### config.mk
export PLATFORM = sky130hd
export DESIGN_NAME = encoder42_sync
export DESIGN_NICKNAME = d
export VERILOG_FILES = /design/src/rtl/encoder42_sync.sv
export SDC_FILE = /design/constraint.sdc
export NUM_CORES = 1
export LEC_CHECK = 0
export CAP_MARGIN = 20
export CELL_PAD_IN_SITES_DETAIL_PLACEMENT = 1
export CELL_PAD_IN_SITES_GLOBAL_PLACEMENT = 1
export CORE_AREA = 3 3 53 55
export CTS_BUF_LIST = sky130_fd_sc_hd__clkbuf_8
export DETAILED_ROUTE_END_ITERATION = 6
export DIE_AREA = 0 0 56 58
export PLACE_DENSITY_LB_ADDON = 0.05
export SETUP_SLACK_MARGIN = 0.15
export SLEW_MARGIN = 15
export SYNTH_ARGS = -nofsm -noshare
export SYNTH_HDL_FRONTEND = slang
export SYNTH_SLANG_ARGS = --single-unit
### constraint.sdc
create_clock -name clk -period 1.99 [get_ports clk]
set_clock_uncertainty 0.15 [all_clocks]
set_input_delay 0.398 -clock clk [delete_from_list [all_inputs] [get_ports clk]]
set_output_delay 0.398 -clock clk [all_outputs]
set_load 0.01 [all_outputs]
### src/rtl/encoder42_sync.sv
// Synchronised, debounced 4:2 priority encoder for active-low request lines.
// Each accepted press is offered once over a valid/ack handshake.
module encoder42_sync #(
  parameter int STABLE_CYCLES = 4,
  parameter int CNT_W = $clog2(STABLE_CYCLES + 1)
) (
  input  logic       clk,
  input  logic       rst_n,
  input  logic       en,
  input  logic [3:0] y_in,
  input  logic       ack,
  output logic       a,
  output logic       b,
  output logic       multi,
  output logic       valid
);

  typedef enum logic [1:0] {
    IDLE,
    DEBOUNCE,
    HOLD,
    RELEASE
  } state_t;

  localparam logic [CNT_W-1:0] LAST = CNT_W'(STABLE_CYCLES - 1);
  localparam logic [CNT_W-1:0] ONE  = CNT_W'(1);

  logic [3:0]       y_m;
  logic [3:0]       y_s;
  logic             en_m;
  logic             en_s;
  logic [3:0]       cap;
  logic [CNT_W-1:0] cnt;
  state_t           state;
  logic [1:0]       code;
  logic             many;
  logic             released;

  always_ff @(posedge clk or negedge rst_n) begin
    if (!rst_n) begin
      y_m  <= 4'b1111;
      y_s  <= 4'b1111;
      en_m <= 1'b1;
      en_s <= 1'b1;
    end else begin
      y_m  <= y_in;
      y_s  <= y_m;
      en_m <= en;
      en_s <= en_m;
    end
  end

  assign released = (y_s == 4'b1111);
  assign many     = ($countones(~cap) > 1);

  // Highest-numbered low line wins.
  always_comb begin
    code = 2'd0;
    priority case (1'b1)
      !cap[3]: code = 2'd3;
      !cap[2]: code = 2'd2;
      !cap[1]: code = 2'd1;
      default: code = 2'd0;
    endcase
  end

  always_ff @(posedge clk or negedge rst_n) begin
    if (!rst_n) begin
      state <= IDLE;
      cnt   <= '0;
      cap   <= 4'b1111;
      a     <= 1'b0;
      b     <= 1'b0;
      multi <= 1'b0;
      valid <= 1'b0;
    end else if (en_s) begin
      state <= IDLE;
      cnt   <= '0;
      valid <= 1'b0;
    end else begin
      unique case (state)
        IDLE: begin
          if (!released) begin
            cap   <= y_s;
            cnt   <= ONE;
            state <= DEBOUNCE;
          end
        end
        DEBOUNCE: begin
          if (released) begin
            state <= IDLE;
          end else if (y_s != cap) begin
            cap <= y_s;
            cnt <= ONE;
          end else if (cnt == LAST) begin
            {a, b} <= code;
            multi  <= many;
            valid  <= 1'b1;
            state  <= HOLD;
          end else begin
            cnt <= cnt + ONE;
          end
        end
        HOLD: begin
          if (valid && ack) begin
            valid <= 1'b0;
            cnt   <= '0;
            state <= RELEASE;
          end
        end
        RELEASE: begin
          if (!released) begin
            cnt <= '0;
          end else if (cnt == LAST) begin
            state <= IDLE;
          end else begin
            cnt <= cnt + ONE;
          end
        end
        default: state <= IDLE;
      endcase
    end
  end

endmodule

### PDN straps and rails, run 1

Bar = 20 um. Pins as bars on the die edge.
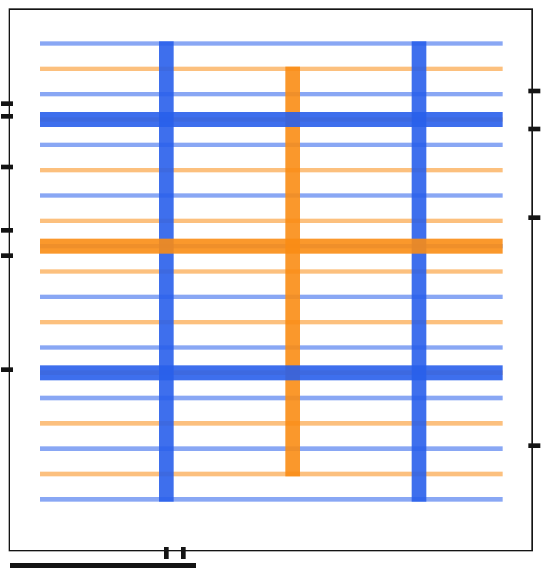
blue -> VSS
orange -> VDD
met1 rails = 19
met4 straps = 3

### Cell classes on the final placement, run 1

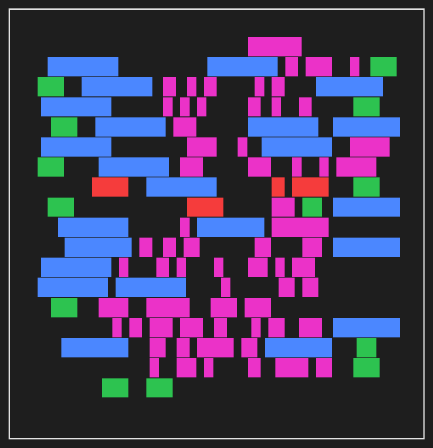
blue -> sequential cells  # cells 23
green -> remaining buffers and delay cells  # cells 13
red -> clock drivers and dummy loads  # cells 4
magenta -> remaining logic cells  # cells 64

### Clock distribution, run 1

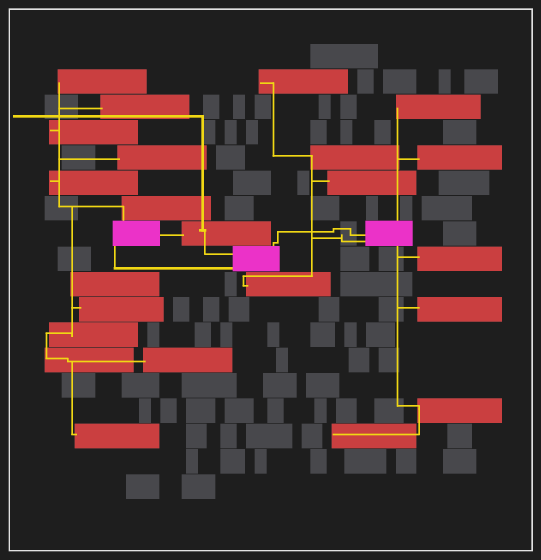
magenta -> clock-net drivers  # count 3
red -> flip-flops  # count 23
yellow -> clock wires  # length 256 um
routed clock nets = 4
Clk pwr share: 30.9%
insertion delay at the late pin of the worst-skew pair: 260 ps
P_clk: 278 uW

==> reports/qor.csv, run 1 <==
stage,metric,value,unit
global_routing,grt_start_max_net_pins,24,
synthesis,netlist_top_cells_area,"dfstp_2 35%, dfrtp_1 21%, nand2_1 3.2%, mux2i_1 2.8%, o21ai_0 2.8%",
cells_and_area,mostFrequentLayoutCells,"14 x dfstp_2, 11 x clkdlybuf4s50_1, 9 x nand2_1, 9 x dfrtp_1, 7 x inv_1",
cells_and_area,dominant-cell-class,flip-flops and latches,
cells_and_area,regArea,593.1,um2
run,maxCapViolations,0,
pwr,comb-power,95.4,uW
pwr,p_seq_share,58.5,%
outcome,status,"finished, final reports clean",
clocking,cts_setup_buffers,0,
clocking,cts_hold_buf,0,
synthesis,synthesis.area,0.001059,mm2
critical_path,path_cells,"and4_4, mux2i_2, o22ai_1, a221o_1",
die,rows,18,
run,warnings,27,
critical_path,start_kind,flip-flop,
synthesis,ys_chip_area,0.001059,mm2
synthesis,aoi_share,11.23,%
clocking,cts_buffers,3,
routing,met1_length,916,um
timing,hold_viol,0,
placed_design,place.gp.congestion,0.7588,
pwr,combinationalPowerShare,10.6,%
timing,rsz0062_at_grt,yes,
cells_and_area,stdcell_count,134,
pwr,p_switching,211.1,uW
synthesis,synthArstFlopShare,100.0,%
critical_path,critical-path-top-delay-family,flip-flops,
routing,viasPerCell,5.216,
synthesis,ys_types,35,
pwr,top_power_group,sequential cells,
==> run 2, diff against run 1 <==
--- a/config.mk
+++ b/config.mk
@@ -16,3 +16,2 @@
 export SETUP_SLACK_MARGIN = 0.15
-export SLEW_MARGIN = 15
 export SYNTH_ARGS = -nofsm -noshare
==> constraint.sdc (replaced) <==
create_clock -name clk -period 2 [get_ports clk]
set_clock_uncertainty 0.15 [all_clocks]
set_input_delay 0.2 -clock clk [delete_from_list [all_inputs] [get_ports clk]]
set_output_delay 0.2 -clock clk [all_outputs]
set_load 0.01 [all_outputs]
### Clock distribution, run 2

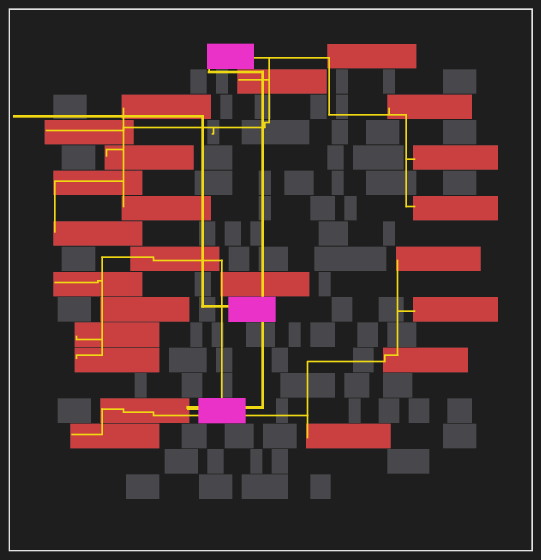
red -> flip-flops  # count 23
yellow -> clock wires  # length 306 um
magenta -> clock-net drivers  # count 3
routed clock nets = 4

### Signal wires by layer, run 2

Bar = 20 um.
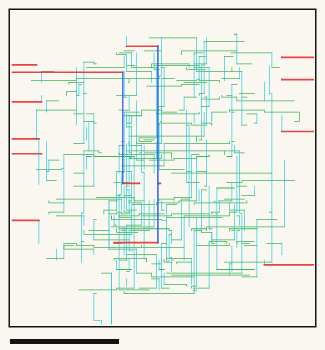
cyan -> M2  # wire length 875 um
blue -> M4  # wire length 56.4 um
red -> M3  # wire length 88.1 um
green -> M1  # wire length 920 um

==> run 2 against run 1 <==
Compared with the run above:
- first-iteration DRC count down 25%
- clock power grew 1%
- routed wire length grew 1.7%
- worst setup slack better by 5.0 ps
- flip-flop count unchanged
- register-to-register slack hardly changed
- non-clock buffer count rose by 1
- highest routed layer unchanged
- largest cell class unchanged
- synthesized area unchanged
- fmax fell by 0.28%
- total power about the same
- worst hold slack worse by 82 ps
==> reports/qor.csv, run 2 <==
stage,metric,value,unit,change
outcome,status,"finished, final reports clean",,unchanged
critical_path,r2r_slack,210,ps,about the same
critical_path,start_kind,flip-flop,,unchanged
synthesis,ys_chip_area,0.001059,mm2,unchanged
pwr,switching_share,23.84,%,was 23.45%
die,rows,18,,unchanged
synthesis,synthArstFlopShare,100.0,%,unchanged
critical_path,path_cells,"and4_4, mux2i_2, o22ai_1, a221o_1",,unchanged
placed_design,place_area,0.001201,mm2,was 0.001194 mm2
routing,viasPerCell,5.222,,was 5.216
timing,rsz0062_at_grt,no,,was yes
critical_path,cp-end-kind,flip-flop,,unchanged
pwr,clockPowerShare,31.4,%,was 30.9%
cells_and_area,dominant-cell-class,flip-flops and latches,,unchanged
pwr,top_power_group,sequential cells,,unchanged
critical_path,critical-path-top-delay-family,flip-flops,,unchanged
pwr,comb-power,93.9,uW,was 95.4 uW
synthesis,netlist_top_cells_area,"dfstp_2 35%, dfrtp_1 21%, nand2_1 3.2%, mux2i_1 2.8%, o21ai_0 2.8%",,unchanged
pwr,p_seq_share,58.2,%,was 58.5%
clocking,cts_hold_buf,0,,unchanged
clocking,htreeDepth,1,,unchanged
placed_design,dp_cells,130,,was 129
timing,hold_viol,0,,unchanged
placed_design,place.gp.congestion,0.7562,,was 0.7588
clocking,clkLatencyLatePin,270,ps,was 260 ps
cells_and_area,num-nonclk-inverters,7,,unchanged
timing,setup_viol,0,,unchanged
cells_and_area,regArea,593.1,um2,unchanged
synthesis,ys_types,35,,unchanged
global_routing,grt_start_max_net_pins,24,,unchanged
synthesis,synthAdderAreaFrac,3.073,%,unchanged
run,maxCapViolations,0,,unchanged
synthesis,synthesis.area,0.001059,mm2,unchanged
synthesis,aoi_share,11.23,%,unchanged
cells_and_area,nonClockBufferCount,14,,was 13
critical_path,cp.buffers_inverters,0,,unchanged
run,warnings,26,,was 27
cells_and_area,mostFrequentLayoutCells,"14 x dfstp_2, 11 x clkdlybuf4s50_1, 9 x nand2_1, 9 x dfrtp_1, 8 x inv_1",,"was 14 x dfstp_2, 11 x clkdlybuf4s50_1, 9 x nand2_1, 9 x dfrtp_1, 7 x inv_1"
critical_path,r2r_start,y_s[2],,unchanged
routing,met1_length,919,um,was 916 um
clocking,cts_buffers,3,,unchanged
pwr,pg_clk,282,uW,was 278 uW
pwr,p_switching,214.3,uW,was 211.1 uW
placed_design,pre_cts_ws,215.8,ps,was 127.0 ps
clocking,cts_setup_buffers,0,,unchanged
pwr,combinationalPowerShare,10.4,%,was 10.6%
critical_path,cp_data_arrival_time,1800,ps,was 1780 ps
cells_and_area,sh_comb_area,33.63,%,was 33.80%
cells_and_area,stdcell_count,135,,was 134
placed_design,hpwl,1446,um,was 1414 um
### Cell classes on the final placement, run 2

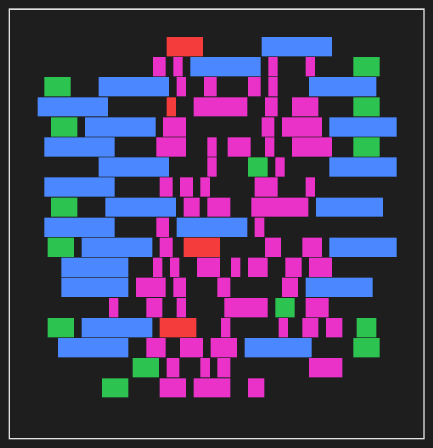
red -> clock drivers and dummy loads  # cells 4
green -> remaining buffers and delay cells  # cells 14
blue -> sequential cells  # cells 23
magenta -> remaining logic cells  # cells 64
final instance area: 0.001257 mm2
post-layout utilization of the core: 51.70%
Seq/total area: 47.16%

==> run 3, diff against run 2 <==
Settings changed: CAP_MARGIN 20 to 0.
### Cell classes on the final placement, run 3

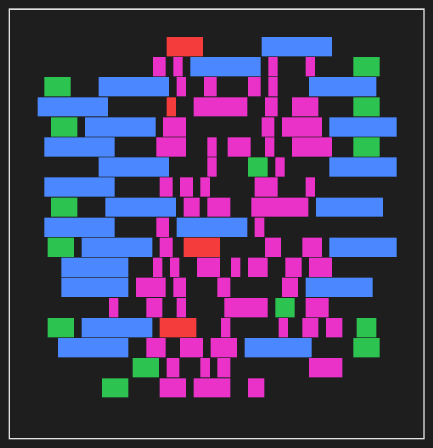
green -> remaining buffers and delay cells  # cells 14
blue -> sequential cells  # cells 23
red -> clock drivers and dummy loads  # cells 4
magenta -> remaining logic cells  # cells 64

### Clock distribution, run 3

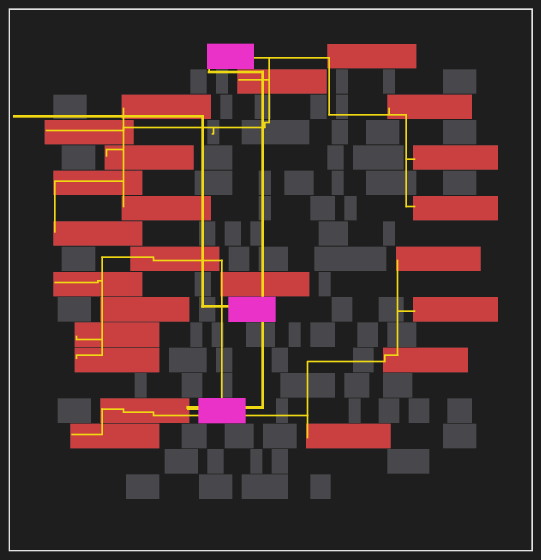
yellow -> clock wires  # length 306 um
magenta -> clock-net drivers  # count 3
red -> flip-flops  # count 23
routed clock nets = 4

==> run 3 against run 2 <==
Compared with the run above:
- critical path type unchanged
- synthesized area stayed put
- clock power hardly changed
- via count stayed put
- fmax stayed put
- worst hold slack stayed put
- critical endpoint unchanged
- largest cell class unchanged
==> reports/qor.csv, run 3 <==
stage,metric,value,unit,change
critical_path,path_cells,"and4_4, mux2i_2, o22ai_1, a221o_1",,unchanged
critical_path,cp-end-kind,flip-flop,,unchanged
critical_path,cp_data_arrival_time,1800,ps,about the same
cells_and_area,stdcell_area,0.001257,mm2,unchanged
synthesis,ys_types,35,,unchanged
outcome,status,"finished, final reports clean",,unchanged
placed_design,pre_cts_ws,215.8,ps,unchanged
placed_design,place_area,0.001201,mm2,unchanged
placed_design,dp_cells,130,,unchanged
clocking,clkLatencyLatePin,270,ps,about the same
pwr,comb-power,93.9,uW,about the same
timing,rsz0062_at_grt,no,,unchanged
pwr,p_switching,214.3,uW,unchanged
timing,hold_viol,0,,unchanged
critical_path,critical-path-top-delay-family,flip-flops,,unchanged
cells_and_area,sh_comb_area,33.63,%,unchanged
pwr,switching_share,23.84,%,unchanged
run,maxCapViolations,0,,unchanged
cells_and_area,num-nonclk-inverters,7,,unchanged
timing,setup_viol,0,,unchanged
synthesis,synthesis.area,0.001059,mm2,unchanged
clocking,htreeDepth,1,,unchanged
### PDN straps and rails, run 3

Bar = 20 um. Pins as bars on the die edge.
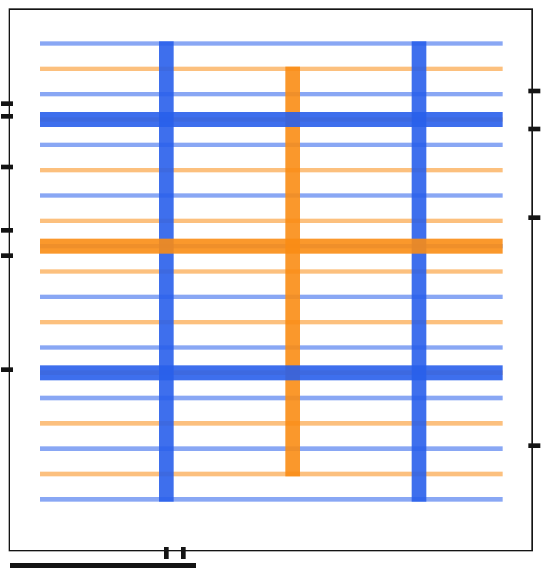
blue -> VSS
orange -> VDD
rows = 18
met4 straps = 3
met1 rails = 19
met5 straps = 3
signal pins = 12
core outline area: 0.002432 mm2
Die Height: 58 um
VDD IR max: 0.5034 mV
Die W: 56 um

Power and IR drop assume default switching activity.
